==> run_1/cell_classes.png <==
Scale: 6 px per um. Fill, decap, tap and diode cells in gray.
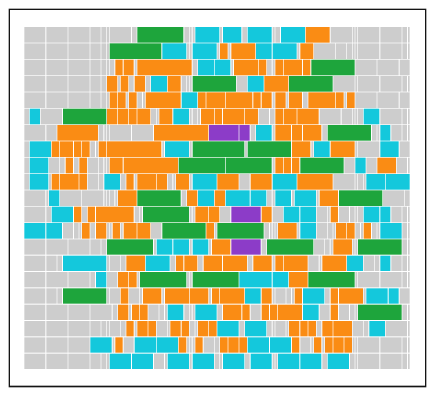
==> run_1/zoom.png <==
Window x 22 to 47, y 19 to 44 um. Cells in gray, sequential cells in the stronger gray; small squares are vias.
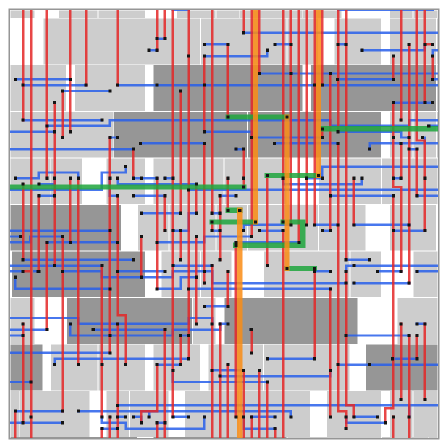
==> run_1/density.png <==
Scale: 4 px per um. 7 x 6 tiles, from black (low) to pale yellow (high), 0 to 100% covered.
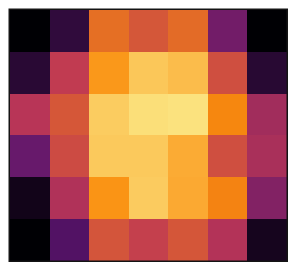
File: config.mk
export PLATFORM = sky130hd
export DESIGN_NAME = ufm_read_arbiter
export DESIGN_NICKNAME = d
export VERILOG_FILES = /design/src/rtl/ufm_arb_pkg.sv /design/src/rtl/ufm_arb_pick.sv /design/src/rtl/ufm_read_arbiter.sv
export SDC_FILE = /design/constraint.sdc
export NUM_CORES = 1
export LEC_CHECK = 0
export ABC_AREA = 1
export CAP_MARGIN = 40
export CORE_ASPECT_RATIO = 0.9
export CORE_MARGIN = 2
export CORE_UTILIZATION = 36
export DETAILED_ROUTE_END_ITERATION = 16
export PLACE_DENSITY = 0.74
export SYNTH_ARGS = -nofsm -noshare
export SYNTH_HDL_FRONTEND = slang
export SYNTH_HIERARCHICAL = 1
export SYNTH_SLANG_ARGS = --single-unit
File: constraint.sdc
create_clock -name clk -period 1.3 [get_ports clk]
set_clock_uncertainty 0.15 [all_clocks]
set_input_delay 0.325 -clock clk [delete_from_list [all_inputs] [get_ports clk]]
set_output_delay 0.325 -clock clk [all_outputs]
set_load 0.02 [all_outputs]
File: src/rtl/ufm_arb_pkg.sv
// ---------------------------------------------------------------------------
// ufm_arb_pkg
// Purpose : shared types and helpers for the UFM read arbiter.
//   - arb_state_t      : arbiter FSM encoding (2 bits)
//   - PAGE_LEN_DEFAULT : bytes per UFM page read
//   - clog2_min1       : ceil(log2(v)), never less than 1 (safe vector width)
// Ports   : none (package)
// ---------------------------------------------------------------------------
package ufm_arb_pkg;

  typedef enum logic [1:0] {
    ST_IDLE  = 2'd0,
    ST_START = 2'd1,
    ST_XFER  = 2'd2,
    ST_DONE  = 2'd3
  } arb_state_t;

  localparam int PAGE_LEN_DEFAULT = 16;

  function automatic int clog2_min1(input int v);
    int r;
    r = 0;
    while ((1 << r) < v) r++;
    return (r < 1) ? 1 : r;
  endfunction

endpackage

File: src/rtl/ufm_arb_pick.sv
// ---------------------------------------------------------------------------
// ufm_arb_pick
// Purpose : combinational winner selection for the UFM read arbiter.
//   Default: rotating priority, search starts at i_ptr, first requester wins.
//   With UFM_ARB_FIXED_PRIO_EN defined: lowest-index requester always wins
//   and i_ptr is ignored.
// Ports   :
//   i_req  [NUM_REQ-1:0]  request vector
//   i_ptr  [PTR_W-1:0]    index with highest priority this contest
//   o_gnt  [NUM_REQ-1:0]  one-hot winner (all zero when no request)
// Macro   : UFM_ARB_FIXED_PRIO_EN
// ---------------------------------------------------------------------------
module ufm_arb_pick #(
  parameter int NUM_REQ = 2,
  parameter int PTR_W   = 1
) (
  input  logic [NUM_REQ-1:0] i_req,
  input  logic [PTR_W-1:0]   i_ptr,
  output logic [NUM_REQ-1:0] o_gnt
);

`ifdef UFM_ARB_FIXED_PRIO_EN

  logic w_ptr_unused;
  assign w_ptr_unused = ^i_ptr;

  always_comb begin
    logic found;
    found = 1'b0;
    o_gnt = '0;
    for (int i = 0; i < NUM_REQ; i++) begin
      if (!found && i_req[i]) begin
        o_gnt[i] = 1'b1;
        found    = 1'b1;
      end
    end
  end

`else

  // Walk the ring starting at the pointer; the first requester met wins.
  always_comb begin
    logic found;
    int   idx;
    found = 1'b0;
    idx   = 0;
    o_gnt = '0;
    for (int i = 0; i < NUM_REQ; i++) begin
      idx = int'(i_ptr) + i;
      if (idx >= NUM_REQ) idx = idx - NUM_REQ;
      if (!found && i_req[idx]) begin
        o_gnt[idx] = 1'b1;
        found      = 1'b1;
      end
    end
  end

`endif

endmodule

File: src/rtl/ufm_read_arbiter.sv
// ---------------------------------------------------------------------------
// ufm_read_arbiter
// Purpose : shares one ufm_reader between NUM_REQ clients. Grants one whole
//   PAGE_LEN-byte page read at a time, pulses rd_start to the reader with the
//   latched page address, fans data/strobes back to the granted client only
//   and forwards that client's stall.
//
//   state | meaning
//   IDLE  | waiting for rd_ready and any request; contest runs here
//   START | grant held, rd_start pulse being issued
//   XFER  | counting reader strobes until PAGE_LEN bytes delivered
//   DONE  | page_done pulse to winner, release grant, advance pointer
//
// Ports :
//   clk, rst          clock, synchronous active-high reset
//   i_req             per-client page request (held until page_done)
//   i_req_addr        flattened page addresses, slice i = [i*ADDR_W +: ADDR_W]
//   i_req_stall       per-client back-pressure
//   o_gnt             one-hot grant (registered)
//   o_cl_data         read byte shared by all clients
//   o_cl_data_stb     per-client byte strobe (granted client only, in XFER)
//   o_page_done       one-cycle pulse to the winner after its last byte
//   o_busy            high from grant through page_done
//   o_rd_start        one-cycle start pulse to ufm_reader
//   o_rd_addr         latched page address for ufm_reader
//   o_rd_stall        stall of the granted client
//   i_rd_data         reader byte
//   i_rd_data_stb     reader byte strobe
//   i_rd_ready        reader idle
// Macro : UFM_ARB_FIXED_PRIO_EN selects fixed lowest-index priority.
// ---------------------------------------------------------------------------
module ufm_read_arbiter
  import ufm_arb_pkg::*;
#(
  parameter int NUM_REQ  = 2,
  parameter int ADDR_W   = 11,
  parameter int DATA_W   = 8,
  parameter int PAGE_LEN = PAGE_LEN_DEFAULT
) (
  input  logic                      clk,
  input  logic                      rst,
  input  logic [NUM_REQ-1:0]        i_req,
  input  logic [NUM_REQ*ADDR_W-1:0] i_req_addr,
  input  logic [NUM_REQ-1:0]        i_req_stall,
  output logic [NUM_REQ-1:0]        o_gnt,
  output logic [DATA_W-1:0]         o_cl_data,
  output logic [NUM_REQ-1:0]        o_cl_data_stb,
  output logic [NUM_REQ-1:0]        o_page_done,
  output logic                      o_busy,
  output logic                      o_rd_start,
  output logic [ADDR_W-1:0]         o_rd_addr,
  output logic                      o_rd_stall,
  input  logic [DATA_W-1:0]         i_rd_data,
  input  logic                      i_rd_data_stb,
  input  logic                      i_rd_ready
);

  localparam int PTR_W = clog2_min1(NUM_REQ);
  localparam int CNT_W = clog2_min1(PAGE_LEN);
  localparam logic [CNT_W-1:0] CNT_LAST = CNT_W'(PAGE_LEN - 1);
  localparam logic [PTR_W-1:0] PTR_LAST = PTR_W'(NUM_REQ - 1);

  arb_state_t          r_state;
  logic [NUM_REQ-1:0]  r_gnt;
  logic [NUM_REQ-1:0]  r_page_done;
  logic                r_busy;
  logic                r_rd_start;
  logic [ADDR_W-1:0]   r_rd_addr;
  logic [CNT_W-1:0]    r_cnt;
  logic [PTR_W-1:0]    r_ptr;
  logic [PTR_W-1:0]    r_win;

  logic [NUM_REQ-1:0]  w_pick;
  logic [PTR_W-1:0]    w_pick_idx;
  logic [ADDR_W-1:0]   w_pick_addr;
  logic [PTR_W-1:0]    w_ptr_next;

  ufm_arb_pick #(
    .NUM_REQ (NUM_REQ),
    .PTR_W   (PTR_W)
  ) u_pick (
    .i_req (i_req),
    .i_ptr (r_ptr),
    .o_gnt (w_pick)
  );

  // One-hot winner to index and address; w_pick is one-hot so OR-ing is a mux.
  always_comb begin
    w_pick_idx  = '0;
    w_pick_addr = '0;
    for (int i = 0; i < NUM_REQ; i++) begin
      if (w_pick[i]) begin
        w_pick_idx  = PTR_W'(i);
        w_pick_addr = w_pick_addr | i_req_addr[i*ADDR_W +: ADDR_W];
      end
    end
  end

  assign w_ptr_next = (r_win == PTR_LAST) ? '0 : r_win + PTR_W'(1);

  always_ff @(posedge clk) begin
    if (rst) begin
      r_state     <= ST_IDLE;
      r_gnt       <= '0;
      r_page_done <= '0;
      r_busy      <= 1'b0;
      r_rd_start  <= 1'b0;
      r_rd_addr   <= '0;
      r_cnt       <= '0;
      r_ptr       <= '0;
      r_win       <= '0;
    end else begin
      case (r_state)
        ST_IDLE: begin
          if (i_rd_ready && (|i_req)) begin
            r_gnt     <= w_pick;
            r_win     <= w_pick_idx;
            r_rd_addr <= w_pick_addr;
            r_busy    <= 1'b1;
            r_state   <= ST_START;
          end
        end
        ST_START: begin
          r_rd_start <= 1'b1;
          r_state    <= ST_XFER;
        end
        ST_XFER: begin
          r_rd_start <= 1'b0;
          if (i_rd_data_stb) begin
            if (r_cnt == CNT_LAST) begin
              // page_done rises with DONE so busy/gnt still cover it
              r_cnt       <= '0;
              r_page_done <= r_gnt;
              r_state     <= ST_DONE;
            end else begin
              r_cnt <= r_cnt + CNT_W'(1);
            end
          end
        end
        ST_DONE: begin
          r_page_done <= '0;
          r_gnt       <= '0;
          r_busy      <= 1'b0;
          r_ptr       <= w_ptr_next;
          r_state     <= ST_IDLE;
        end
        default: begin
          r_state <= ST_IDLE;
        end
      endcase
    end
  end

  assign o_gnt         = r_gnt;
  assign o_page_done   = r_page_done;
  assign o_busy        = r_busy;
  assign o_rd_start    = r_rd_start;
  assign o_rd_addr     = r_rd_addr;
  assign o_cl_data     = i_rd_data;
  // Strobes outside XFER are stray and must not reach any client.
  assign o_cl_data_stb = (r_state == ST_XFER && i_rd_data_stb) ? r_gnt : '0;
  assign o_rd_stall    = |(i_req_stall & r_gnt);

endmodule

==> changes_impl.md, run 1 <==
### Physical design

* Post-synthesis area per instance at 7.237 um2
* Die width at 69.15 um
* WL/cell at 12.83 um
* Maximum net fanout on the critical path at 3
* Number of warnings in the stage logs at 32
* Total gr overflow at 0
* Startpoint of the most critical hold path: r_win$_SDFFE_PP0P_
* Post-detailed-placement half-perimeter wirelength at 2.676 mm
* Yosys cell count at 190
* Cell type with the highest aggregate area in the netlist: sky130_fd_sc_hd__dfxtp_1
* Sort of element at the end of the critical path: output port
* Setup violations, final at 25
* Effective utilization at floorplan at 0.3738
* Top cell family by delay on the critical path: flip-flops
* Async set-reset flop share out of synthesis at 0
* Power in combinational cells at 1.80 mW
* Clock transition at path regs at 0.10 ns
* Post-Place Cell Area at 2081 um2
* Cell Pwr Density at 1415 nW/um2
* R2R setup slack at -0.18 ns
* Final worst-path cycle share at 1.201
* Max FFs per register at 11
* Warning count from the yosys run at 6
* Simple-gate share of the synthesized area at 0.2520
* Clock root buffer: sky130_fd_sc_hd__clkbuf_8
* Setup repair after global routing missed its margin: yes
* Part of the power in registers at 0.311
* Router iterations before antenna repair at 4
* Worst setup path category: reg -> out
* NumNets Final at 303
* Synthesized-area fraction occupied by adder cells at 0.04550
* Seq share, synth at 0.3640
* Area share of the leading cell type in the synthesized netlist at 0.3640
* Total Die Area at 4331 um2
* Multiplexer share at 0
* Number of hold-repair buffers added at the cts stage at 0
* Final Worst Setup Slack at -0.2614 ns
* Number of nets at floorplan at 233
* Worst path max stage delay at 0.34 ns
* Top-Level Pins at 66
* Multi-input combinational cell area at 889.6 um2
* Number of buffers inserted by post-CTS setup repair at 0
* # fillers at 315
* Final GP Congestion at 0.9072
* Failing checks: setup timing
* Number of sinks on the clock net at 25
* Largest net degree at the start of global routing at 15
* Internal cell power at 2.016 mW
* Status: finished with violations
* Critical Path Source: r_state[0]$_SDFFE_PP0P_
* Headroom to the max-slew limit at 0.8339
* Post-cts sizing count at 126
* Dominant register cell: sky130_fd_sc_hd__dfxtp_1
* Detail Route met2 WL at 1.932 mm
* Clock tree from TritonCTS: done
* Count of maximum capacitance violations at 0
* Die height at 62.63 um
* Most used routing layer in global routing: met2
* Destination of the worst hold path: r_ptr$_SDFFE_PP0P_
* XOR Share, Synth at 0.006369
* Number of logic gates at 124
* Combinational fraction of design power at 0.544
* Crit path DAT at 1.09 ns
* Total routed wirelength at 3.913 mm
* Share of total power consumed by net switching at 0.3913
* Distinct lib cells at 27
* Topmost layer with routed signal wires: met4
* Slew at the pin with the worst max-slew slack at 0.2488 ns
## Picture notes: cell_classes.png
- other buffers and delay cells: cyan (cells 79; share of their area 31%)
- all other logic: orange (cells 151; share of their area 44%)
- clock drivers and dummy loads: purple (cells 4; share of their area 2.0%)
- flip-flops: green (cells 25; share of their area 23%)
utilization of the core after routing: 0.6361
flop share of the area: 0.2225
area of all placed cells without fillers: 2340 um2

## Picture notes: zoom.png
- met2: red
- met4: orange
- met1: blue
- met3: green
- sequential cells in the window: 9
- cells with their middle in the window: 51
- netlist names of flops here include: `o_rd_addr` (3), `o_gnt` (2)
- most frequent: buf_4 (8)

## Picture notes: density.png
- mean over tiles: 53%
- nearly empty tiles: 7.1%
- tiles over 75% full: 29%
- fullest tile: 94%
- densest ninth of the die: center

## Run 2: what changed since run 1
--- a/config.mk
+++ b/config.mk
@@ -6,12 +6,13 @@
 export NUM_CORES = 1
 export LEC_CHECK = 0
 export ABC_AREA = 1
-export CAP_MARGIN = 40
+export CAP_MARGIN = 10
 export CORE_ASPECT_RATIO = 0.9
 export CORE_MARGIN = 2
 export CORE_UTILIZATION = 36
 export DETAILED_ROUTE_END_ITERATION = 16
 export PLACE_DENSITY = 0.74
+export REMOVE_ABC_BUFFERS = 1
 export SYNTH_ARGS = -nofsm -noshare
 export SYNTH_HDL_FRONTEND = slang
 export SYNTH_HIERARCHICAL = 1
==> run_2/zoom.png <==
Window x 22 to 47, y 19 to 44 um. Cells in gray, sequential cells in the stronger gray; small squares are vias.
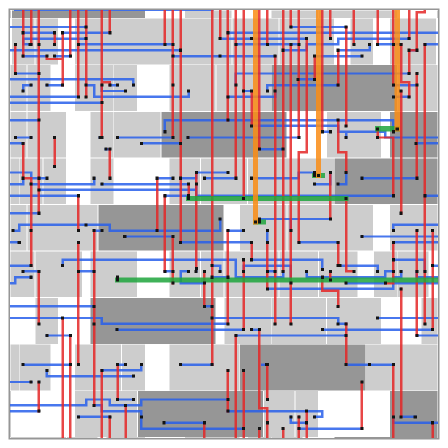
- met3: green
- met1: blue
- met2: red
- met4: orange
- sequential cells in the window: 7
- cells with their middle in the window: 57
- netlist names of flops here include: `o_rd_addr` (2), `r_cnt` (2)
- most frequent: buf_4 (10), nand2_1 (7), dfxtp_1 (6)

==> run_2/final_clocks.png <==
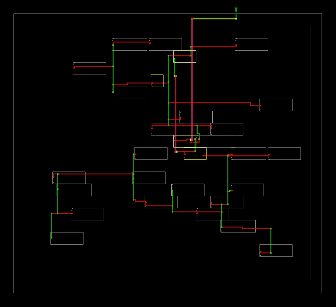
number of buffers inserted during clock tree synthesis: 3
flop count: 25
number of sinks on the clock net: 25
Power Clock: 0.493 mW
count of clock buffers in the final design: 3

==> run 2 against run 1 <==
  * The flow still finishes with violations (setup timing)
  * Synthesized cell count unchanged
  * Design area decreased by 3.3%
  * Worst setup slack got worse by 0.025 ns
  * Routed wire length decreased by 2.0%
  * Total power decreased by 3.7%
  * Via count increased by 3.9%
  * Die size unchanged
  * Count of clock-buffer cells in the layout unchanged
  * Global-route usage decreased by 0.91 points
==> changes_impl.md, run 2 <==
### Physical design

* Status: finished with violations
* Area of all placed cells without fillers at 2263 um2 (-3.3%)
* Die width at 69.15 um (unchanged)
* Slew at the pin with the worst max-slew slack at 0.2172 ns (-0.03167 ns)
* Setup repair after global routing missed its margin: yes
* Post-cts sizing count at 139 (+10%)
* Post-synthesis area per instance at 7.237 um2 (unchanged)
* Largest net degree at the start of global routing at 16 (+1)
* Multiplexer share at 0 (unchanged)
* Clock root buffer: sky130_fd_sc_hd__clkbuf_8
* Seq share, synth at 0.3640 (unchanged)
* Most used routing layer in global routing: met2
* Async set-reset flop share out of synthesis at 0 (unchanged)
* WL/cell at 12.32 um (-3.9%)
* Post-detailed-placement half-perimeter wirelength at 2.599 mm (-2.9%)
* Internal cell power at 1.962 mW (-2.7%)
* Cell type with the highest aggregate area in the netlist: sky130_fd_sc_hd__dfxtp_1
* Final GP Congestion at 0.9001 (-0.78%)
* Share of total power consumed by net switching at 0.3849 (-0.006396)
* Setup violations, final at 26 (+4.0%)
* Effective utilization at floorplan at 0.3738 (unchanged)
* Worst setup path category: reg -> out
* R2R setup slack at -0.17 ns (about the same)
* Total Die Area at 4331 um2 (unchanged)
* Final Worst Setup Slack at -0.2861 ns (-0.02471 ns)
* Part of the power in registers at 0.310 (about the same)
* Startpoint of the most critical hold path: r_win$_SDFFE_PP0P_
* Crit path DAT at 1.11 ns (+0.02 ns)
* Headroom to the max-slew limit at 0.8548 (+0.02084)
* XOR Share, Synth at 0.006369 (unchanged)
* Max FFs per register at 11 (unchanged)
* Area share of the leading cell type in the synthesized netlist at 0.3640 (unchanged)
* Combinational fraction of design power at 0.536 (-0.008)
* Clock tree from TritonCTS: done
* Count of maximum capacitance violations at 0 (unchanged)
* # fillers at 326 (+3.5%)
* Yosys cell count at 190 (unchanged)
* Flop share of the area at 0.2255 (+0.003079)
* Worst path max stage delay at 0.33 ns (about the same)
* Post-Place Cell Area at 2046 um2 (-1.7%)
* Power in combinational cells at 1.71 mW (-5%)
* Topmost layer with routed signal wires: met4
* Distinct lib cells at 27 (unchanged)
* Clock transition at path regs at 0.10 ns (about the same)
* Number of warnings in the stage logs at 30 (-6.3%)
* Dominant register cell: sky130_fd_sc_hd__dfxtp_1
* Warning count from the yosys run at 6 (unchanged)
* Destination of the worst hold path: r_ptr$_SDFFE_PP0P_
* Failing checks: setup timing
* Router iterations before antenna repair at 4 (unchanged)
==> run_2/clock_map.png <==
Scale: 8 px per um.
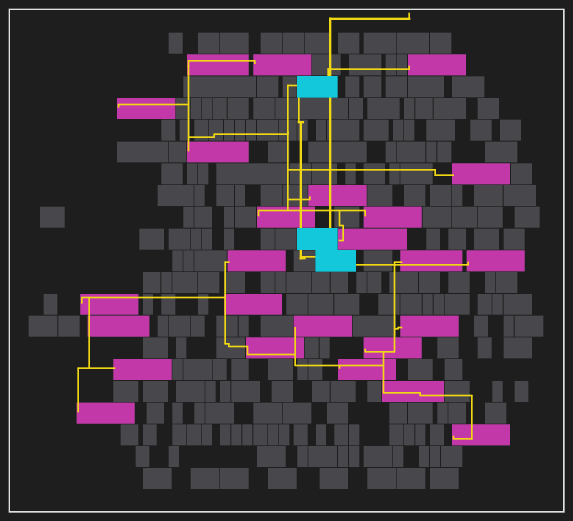
- flip-flops: magenta (count 25)
- cells driving clock nets: cyan (count 3)
- clock wires: yellow (length 323 um)
- routed clock nets: 4
share of power burned in the clock network: 0.155
Insertion Delay late pin: 0.27 ns

No activity file was given, so power comes from the tool's default toggle rates.
